**Track usage over the die**

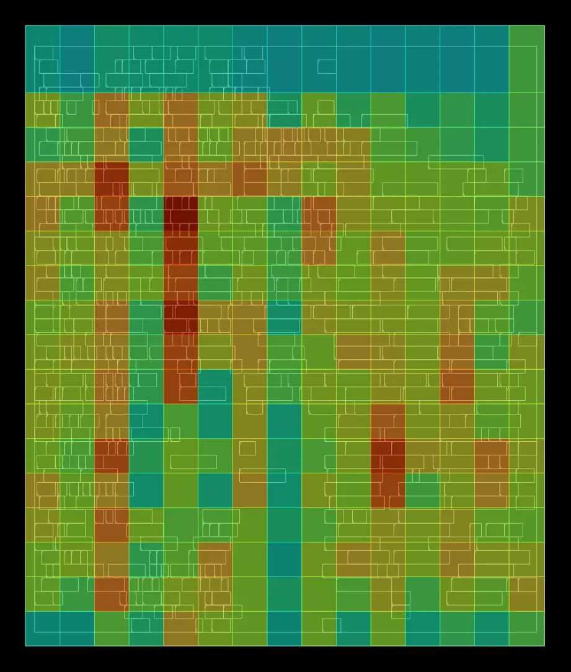
**Sequential cells coloured by netlist name**

Other sequential cells in the stronger grey, the rest of the logic in the fainter grey.
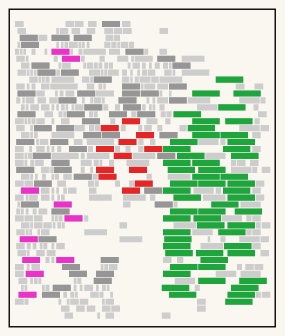
**Supply network**

Bar = 20 µm. Pins as bars on the die edge. Tap cells in grey.
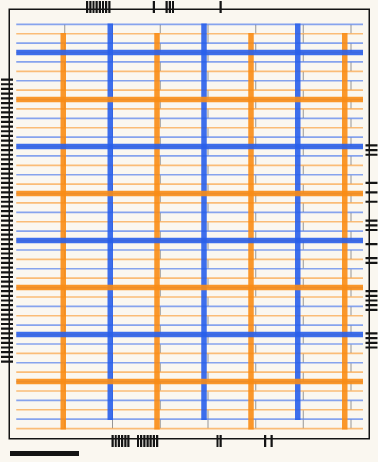
**Routed metal, one colour a layer**

Only two layers are drawn.
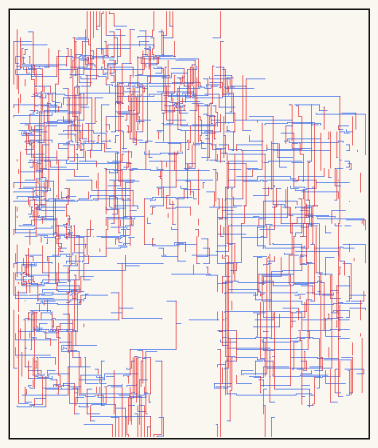
--- config.mk ---
export PLATFORM = sky130hd
export DESIGN_NAME = pipeline_issue_ctrl
export DESIGN_NICKNAME = d
export VERILOG_FILES = /design/src/rtl/pipeline_issue_ctrl_pkg.sv /design/src/rtl/pipeline_issue_ctrl_sync_fifo.sv /design/src/rtl/pipeline_issue_ctrl.sv
export SDC_FILE = /design/constraint.sdc
export NUM_CORES = 1
export LEC_CHECK = 0
export CAP_MARGIN = 0
export CORE_ASPECT_RATIO = 1.2
export CORE_MARGIN = 1.5
export CORE_UTILIZATION = 40
export DETAILED_ROUTE_END_ITERATION = 8
export PLACE_DENSITY = 0.75
export SLEW_MARGIN = 20
export SYNTH_ARGS = -nofsm -noshare
export SYNTH_HDL_FRONTEND = slang
export SYNTH_SLANG_ARGS = --single-unit
export TNS_END_PERCENT = 10
--- constraint.sdc ---
create_clock -name clk -period 6 [get_ports clk]
set_input_delay 1.8 -clock clk [delete_from_list [all_inputs] [get_ports clk]]
set_output_delay 1.8 -clock clk [all_outputs]
set_load 0.01 [all_outputs]
--- src/rtl/pipeline_issue_ctrl_pkg.sv ---
// Shared types and defaults for the pipeline issue/retire controller.
package pipeline_issue_ctrl_pkg;

    localparam int N_DEF     = 10;
    localparam int LAT_DEF   = 3;
    localparam int DEPTH_DEF = 4;
    localparam int TAGW_DEF  = 4;

    typedef enum logic {
        ST_RUN   = 1'b0,
        ST_FLUSH = 1'b1
    } state_t;

    // Counter width able to hold 0..depth inclusive.
    function automatic int cnt_w(input int depth);
        return $clog2(depth) + 1;
    endfunction

endpackage

--- src/rtl/pipeline_issue_ctrl_sync_fifo.sv ---
// Show-ahead synchronous FIFO with synchronous clear; head is visible while rd_vld.
// Latency: write visible the cycle after the push edge; clear takes priority over push and pop.
module pipeline_issue_ctrl_sync_fifo
    import pipeline_issue_ctrl_pkg::*;
#(
    parameter int W     = 14,
    parameter int DEPTH = 4
) (
    input  logic                     clk,
    input  logic                     rst_n,
    input  logic                     clr,
    input  logic                     wr_vld,
    input  logic [W-1:0]             wr_dat,
    output logic                     rd_vld,
    input  logic                     rd_rdy,
    output logic [W-1:0]             rd_dat,
    output logic [cnt_w(DEPTH)-1:0]  cnt
);

    localparam int AW = $clog2(DEPTH);
    localparam int CW = cnt_w(DEPTH);

    logic [W-1:0]  mem_q [DEPTH];
    logic [AW-1:0] wr_ptr_q, wr_ptr_d;
    logic [AW-1:0] rd_ptr_q, rd_ptr_d;
    logic [CW-1:0] cnt_q, cnt_d;
    logic          push, pop, full;

    assign rd_vld = (cnt_q != '0);
    assign full   = (cnt_q == CW'(DEPTH));
    assign push   = wr_vld & ~clr;
    assign pop    = rd_vld & rd_rdy & ~clr;
    assign rd_dat = rd_vld ? mem_q[rd_ptr_q] : '0;
    assign cnt    = cnt_q;

    always_comb begin
        wr_ptr_d = wr_ptr_q;
        rd_ptr_d = rd_ptr_q;
        cnt_d    = cnt_q;
        if (clr) begin
            wr_ptr_d = '0;
            rd_ptr_d = '0;
            cnt_d    = '0;
        end else begin
            if (push) wr_ptr_d = wr_ptr_q + AW'(1);
            if (pop)  rd_ptr_d = rd_ptr_q + AW'(1);
            unique case ({push, pop})
                2'b10:   cnt_d = cnt_q + CW'(1);
                2'b01:   cnt_d = cnt_q - CW'(1);
                default: cnt_d = cnt_q;
            endcase
        end
    end

    always_ff @(posedge clk) begin
        if (!rst_n) begin
            wr_ptr_q <= '0;
            rd_ptr_q <= '0;
            cnt_q    <= '0;
        end else begin
            wr_ptr_q <= wr_ptr_d;
            rd_ptr_q <= rd_ptr_d;
            cnt_q    <= cnt_d;
        end
    end

    // Storage needs no reset: rd_dat is masked whenever the FIFO is empty.
    always_ff @(posedge clk) begin
        if (push) mem_q[wr_ptr_q] <= wr_dat;
    end

    // The issue credit rule guarantees a free slot for every capture.
    a_no_overflow: assert property (@(posedge clk) disable iff (!rst_n) !(push && full));

endmodule

--- src/rtl/pipeline_issue_ctrl.sv ---
// Issues operand tuples into a fixed-latency pipeline, tags them, and returns F through a result FIFO.
// Latency LAT+1 cycles accept->out_valid; credit-gated in_ready so a stalled consumer never loses a result.
module pipeline_issue_ctrl
    import pipeline_issue_ctrl_pkg::*;
#(
    parameter int N     = N_DEF,
    parameter int LAT   = LAT_DEF,
    parameter int DEPTH = DEPTH_DEF,
    parameter int TAGW  = TAGW_DEF
) (
    input  logic            clk,
    input  logic            rst_n,
    input  logic            in_valid,
    output logic            in_ready,
    input  logic [N-1:0]    in_a,
    input  logic [N-1:0]    in_b,
    input  logic [N-1:0]    in_c,
    input  logic [N-1:0]    in_d,
    output logic [N-1:0]    p_a,
    output logic [N-1:0]    p_b,
    output logic [N-1:0]    p_c,
    output logic [N-1:0]    p_d,
    input  logic [N-1:0]    p_f,
    output logic            out_valid,
    input  logic            out_ready,
    output logic [N-1:0]    out_f,
    output logic [TAGW-1:0] out_tag,
    input  logic            flush,
    output logic            busy
);

    localparam int CW = cnt_w(DEPTH);

    state_t                   state_q, state_d;
    logic [N-1:0]             p_a_q, p_a_d, p_b_q, p_b_d, p_c_q, p_c_d, p_d_q, p_d_d;
    logic [LAT:0]             vld_sr_q, vld_sr_d;
    logic [LAT:0][TAGW-1:0]   tag_sr_q, tag_sr_d;
    logic [TAGW-1:0]          tag_q, tag_d;
    logic [CW-1:0]            inflight_q, inflight_d;
    logic [CW-1:0]            fifo_cnt;
    logic [N+TAGW-1:0]        fifo_rd_dat;
    logic                     credit_ok, issue, capture, fifo_wr, fifo_clr;

    // Widened by one bit so the sum cannot wrap before the compare.
    assign credit_ok = ({1'b0, inflight_q} + {1'b0, fifo_cnt}) < (CW+1)'(DEPTH);
    assign in_ready  = rst_n & (state_q == ST_RUN) & ~flush & credit_ok;
    assign issue     = in_valid & in_ready;
    assign capture   = vld_sr_q[LAT];
    assign fifo_clr  = flush & (state_q == ST_RUN);
    assign fifo_wr   = capture & (state_q == ST_RUN) & ~flush;

    always_comb begin
        p_a_d = issue ? in_a : p_a_q;
        p_b_d = issue ? in_b : p_b_q;
        p_c_d = issue ? in_c : p_c_q;
        p_d_d = issue ? in_d : p_d_q;
        tag_d = issue ? tag_q + TAGW'(1) : tag_q;

        vld_sr_d    = {vld_sr_q[LAT-1:0], issue};
        tag_sr_d    = tag_sr_q;
        tag_sr_d[0] = tag_q;
        for (int i = 1; i <= LAT; i++) tag_sr_d[i] = tag_sr_q[i-1];

        unique case ({issue, capture})
            2'b10:   inflight_d = inflight_q + CW'(1);
            2'b01:   inflight_d = inflight_q - CW'(1);
            default: inflight_d = inflight_q;
        endcase

        state_d = state_q;
        unique case (state_q)
            ST_RUN:   if (flush) state_d = ST_FLUSH;
            ST_FLUSH: if (inflight_q == '0) state_d = ST_RUN;
            default:  state_d = ST_RUN;
        endcase
    end

    always_ff @(posedge clk) begin
        if (!rst_n) begin
            state_q    <= ST_RUN;
            p_a_q      <= '0;
            p_b_q      <= '0;
            p_c_q      <= '0;
            p_d_q      <= '0;
            vld_sr_q   <= '0;
            tag_sr_q   <= '0;
            tag_q      <= '0;
            inflight_q <= '0;
        end else begin
            state_q    <= state_d;
            p_a_q      <= p_a_d;
            p_b_q      <= p_b_d;
            p_c_q      <= p_c_d;
            p_d_q      <= p_d_d;
            vld_sr_q   <= vld_sr_d;
            tag_sr_q   <= tag_sr_d;
            tag_q      <= tag_d;
            inflight_q <= inflight_d;
        end
    end

    pipeline_issue_ctrl_sync_fifo #(
        .W     (N + TAGW),
        .DEPTH (DEPTH)
    ) u_res_fifo (
        .clk    (clk),
        .rst_n  (rst_n),
        .clr    (fifo_clr),
        .wr_vld (fifo_wr),
        .wr_dat ({tag_sr_q[LAT], p_f}),
        .rd_vld (out_valid),
        .rd_rdy (out_ready),
        .rd_dat (fifo_rd_dat),
        .cnt    (fifo_cnt)
    );

    assign p_a     = p_a_q;
    assign p_b     = p_b_q;
    assign p_c     = p_c_q;
    assign p_d     = p_d_q;
    assign out_f   = fifo_rd_dat[N-1:0];
    assign out_tag = fifo_rd_dat[N +: TAGW];
    assign busy    = (inflight_q != '0) | (fifo_cnt != '0) | (state_q == ST_FLUSH);

endmodule

==> GITHUB_STEP_SUMMARY <==
## Implementation flow summary

| Metric | Value |
|---|---|
| Final Max Slew Viols | `0` |
| Cell Type Count | `31` |
| Average footprint of a synthesized cell | `around 12 µm²` |
| Proportion of layout cells with a drive suffix above 1 | `under 10%` |
| Share of the clock period used by the worst path after layout | `a little over four fifths` |
| Setup fix buffers added after clock tree synthesis | `0` |
| Dominant flop cell | `sky130_fd_sc_hd__dfxtp_1` |
| Non-Filler Cell Area, Final | `roughly 6700 µm²` |
| Static leakage | `between 2 and 3 nW` |
| Reg-to-reg setup timing slack | `approximately 2.8 ns` |
| Cells taking the most area after synthesis | `sky130_fd_sc_hd__edfxtp_1 (35%), sky130_fd_sc_hd__dfxtp_1 (32%), sky130_fd_sc_hd__mux4_2 (6.5%)` |
| Flip-flops with a built-in enable | `about 56` |
| Arrival time of the worst setup path | `3.26 ns` |
| Dominant combinational family | `simple AND/OR/NAND/NOR gates` |
| Overall via count from detail_route | `roughly 3,300` |
| Maximum resistive drop on vdd | `283.9 µV` |
| CP Buf/Inv Count | `2` |
| Count of max-cap constraint violations | `0` |
| And+or+nand+nor area frac | `roughly 18%` |
| Clock buffer count from CTS | `17` |
| Syn Std Cell Area | `between 4000 and 5000 µm²` |
| Count of cells along the worst register-to-register path | `11` |
| Clock tree sinks | `between 100 and 150` |
| Worst min-delay path category | `register to register` |
| Maximum number of pins on one net before global-route repair | `between 50 and 60` |
| Top achievable clock speed | `roughly 200 MHz` |
| Fraction of power consumed by combinational cells | `under 10%` |
| Inst Count DP | `~650` |
| Type of element launching the critical path | `input pin` |
| Layout Area Growth over Synthesis | `38.11%` |
| Final tally of setup violations | `0` |
| Switching power summed over all nets | `0.4424 mW` |
| Fraction of the yosys area taken by sequential cells | `around 66%` |
| Run status | `completed` |
| Yosys cell count | `400` |
| Crit. End Element | `primary output` |
| Logic cell area | `roughly 1500 µm²` |
| Beginning of the worst hold path | `tag_sr_d[9]$_SDFF_PN0_` |
| Initial antenna violation count | `0` |
| Synth Instances | `~400` |
| Post-Synth AOI/OAI Area | `2.263%` |
| Fraction of met2 tracks used by global routing | `approximately 27%` |
| Placement row count | `around 43` |
| Chain of cells forming the critical path | `clkdlybuf4s50_1 > nor4_2 > and3_1 > clkdlybuf4s50_1` |
| Floorplan core area | `between 10,000 and 15,000 µm²` |
| Synthesis-stage register bit count | `~130` |
| Relative slew slack | `~38%` |
| Power per cell area | `about 320 nW/µm²` |
| Routability-driven placement congestion ratio | `~0.71` |
-- 'track usage over the die' (at the start) --
global-route layer with the greatest usage: met2
average wire length per cell after detail routing: 13.89 µm
met3 track demand over resource: 6.279%
met1 track demand over resource: 17.57%
combined global-route utilization of all metal layers: 15.78%

-- 'sequential cells coloured by netlist name' (at the start) --
legend:
  red:
    name_in_the_netlist: tag_sr_d
    sequential_cells: 12
    where: centre
  green:
    name_in_the_netlist: u_res_fifo.mem_q
    sequential_cells: 56
  magenta:
    name_in_the_netlist: p_b
    sequential_cells: 10
not coloured: 55
power in sequential cells: 0.966 mW
utilization of the core after routing: 57.30%
Reg area: 3223 µm²

-- 'supply network' (at the start) --
legend:
  orange:
    net: VSS
  blue:
    net: VDD
met1 rails: 44
signal pins: 112
met4 straps: 7

-- 'routed metal, one colour a layer' (at the start) --
legend:
  blue:
    layer: met1
    wire_length: 3,970 µm
  red:
    layer: met2
    wire_length: 4,710 µm

-- metrics by stage --
step / worst slack, ns / hold slack [ns]
floorplan: 1.936 / 0.4119
global placement: 0.9623 / 0.4140
detailed placement: 0.9392 / 0.4195
CTS: 0.9388 / 0.4310
global route: 0.8485 / 0.4427
finish: 0.9438 / 0.4329
-- power groups by stage --
stage / clock (mW) / sequential [mW] / combinational (mW)
final: 1.08 / 0.966 / 0.112
after global routing: 1.15 / 0.967 / 0.122
after CTS: 1.11 / 0.966 / 0.113
after detailed placement: 0 / 0.985 / 0.112
after global placement: 0 / 0.984 / 0.110
after floorplan: 0 / 0.990 / 0.0327
-- worst reg2reg max path, delay by kind of cell, from the launching register on --
kind	cells	cell delay, ns
xor+xnor	1	0.16
flops	1	0.34
buf+inv	3	0.96
compound gates	1	0.14
fa+ha+maj	3	0.98
simple gates	3	0.61
-- per-layer routing --
metal / up-vias / wire, µm / part of all wire [%]
met5: - / 0 / 0
met4: 0 / 79 / 0.84
met3: 8 / 680 / 7.2
met2: 105 / 4713 / 50
met1: 1553 / 3970 / 42
li1: 1596 / - / -
-- synthesized netlist by cell type (all sizes together), types with 2 or more instances --
| master | instances |
|---|---|
| nand2 | 84 |
| dfxtp | 77 |
| edfxtp | 56 |
| nand3 | 35 |
| and2 | 33 |
| a21oi | 14 |
| mux4 | 14 |
| buf | 13 |
| inv | 11 |
| nor2 | 11 |
| clkbuf | 9 |
| ha | 9 |
| and3 | 6 |
| o21ai | 5 |
| xor2 | 5 |
| or3 | 4 |
| fa | 2 |
| xnor2 | 2 |
-- cell type report --
type,count,area share [%]
clock inverters,15,3.016
clock buffers,17,6.330
inverters,11,0.6144
repair buffers,113,16.76
well taps,157,2.923
multi-input cells,234,22.40
flip-flops and latches,133,47.96
-- registers in the layout, indices dropped and copies added (netlist names), named ones only --
register / cells
state_q: 1
vld_sr_q: 4
inflight_q: 3
p_b: 10
u_res_fifo.cnt: 3
u_res_fifo.wr_ptr_q: 2
u_res_fifo.mem_q: 56
u_res_fifo.rd_ptr_q: 2
tag_sr_q: 4
p_a: 10
tag_sr_d: 12
p_d: 10
tag_q: 4
p_c: 10
-- cells by family after synthesis --
kind of cell	Yosys count
flops	133
simple gates	180
compound gates	21
fa+ha+maj	11
xor+xnor	7
buf+inv	33
mux	15
-- how the worst max path moves through the flow --
stage | from | slack [ns] | to | depth (start not counted)
after floorplan | rst_n | 1.94 | in_ready | 3
after global placement | flush | 0.96 | in_ready | 4
after detailed placement | flush | 0.94 | in_ready | 4
after CTS | flush | 0.94 | in_ready | 4
after global routing | flush | 0.85 | in_ready | 4
final | flush | 0.94 | in_ready | 4
-- placed cells by master (no fill, tap or decap), drive strengths merged, types with 2 or more instances in the layout --
master and n:
clkbuf 17, ha 9, dfxtp 77, and2 33, nand2 84, nor2 11, mux4 14, buf 2
fa 2, bufinv 4, o21ai 5, clkinvlp 2, inv 14, and3 6, xor2 5, nand3 35
clkdlybuf4s50 111, xnor2 2, a21oi 14, or3 4, clkinv 6, edfxtp 56
No activity file was given, so power comes from the tool's default toggle rates.
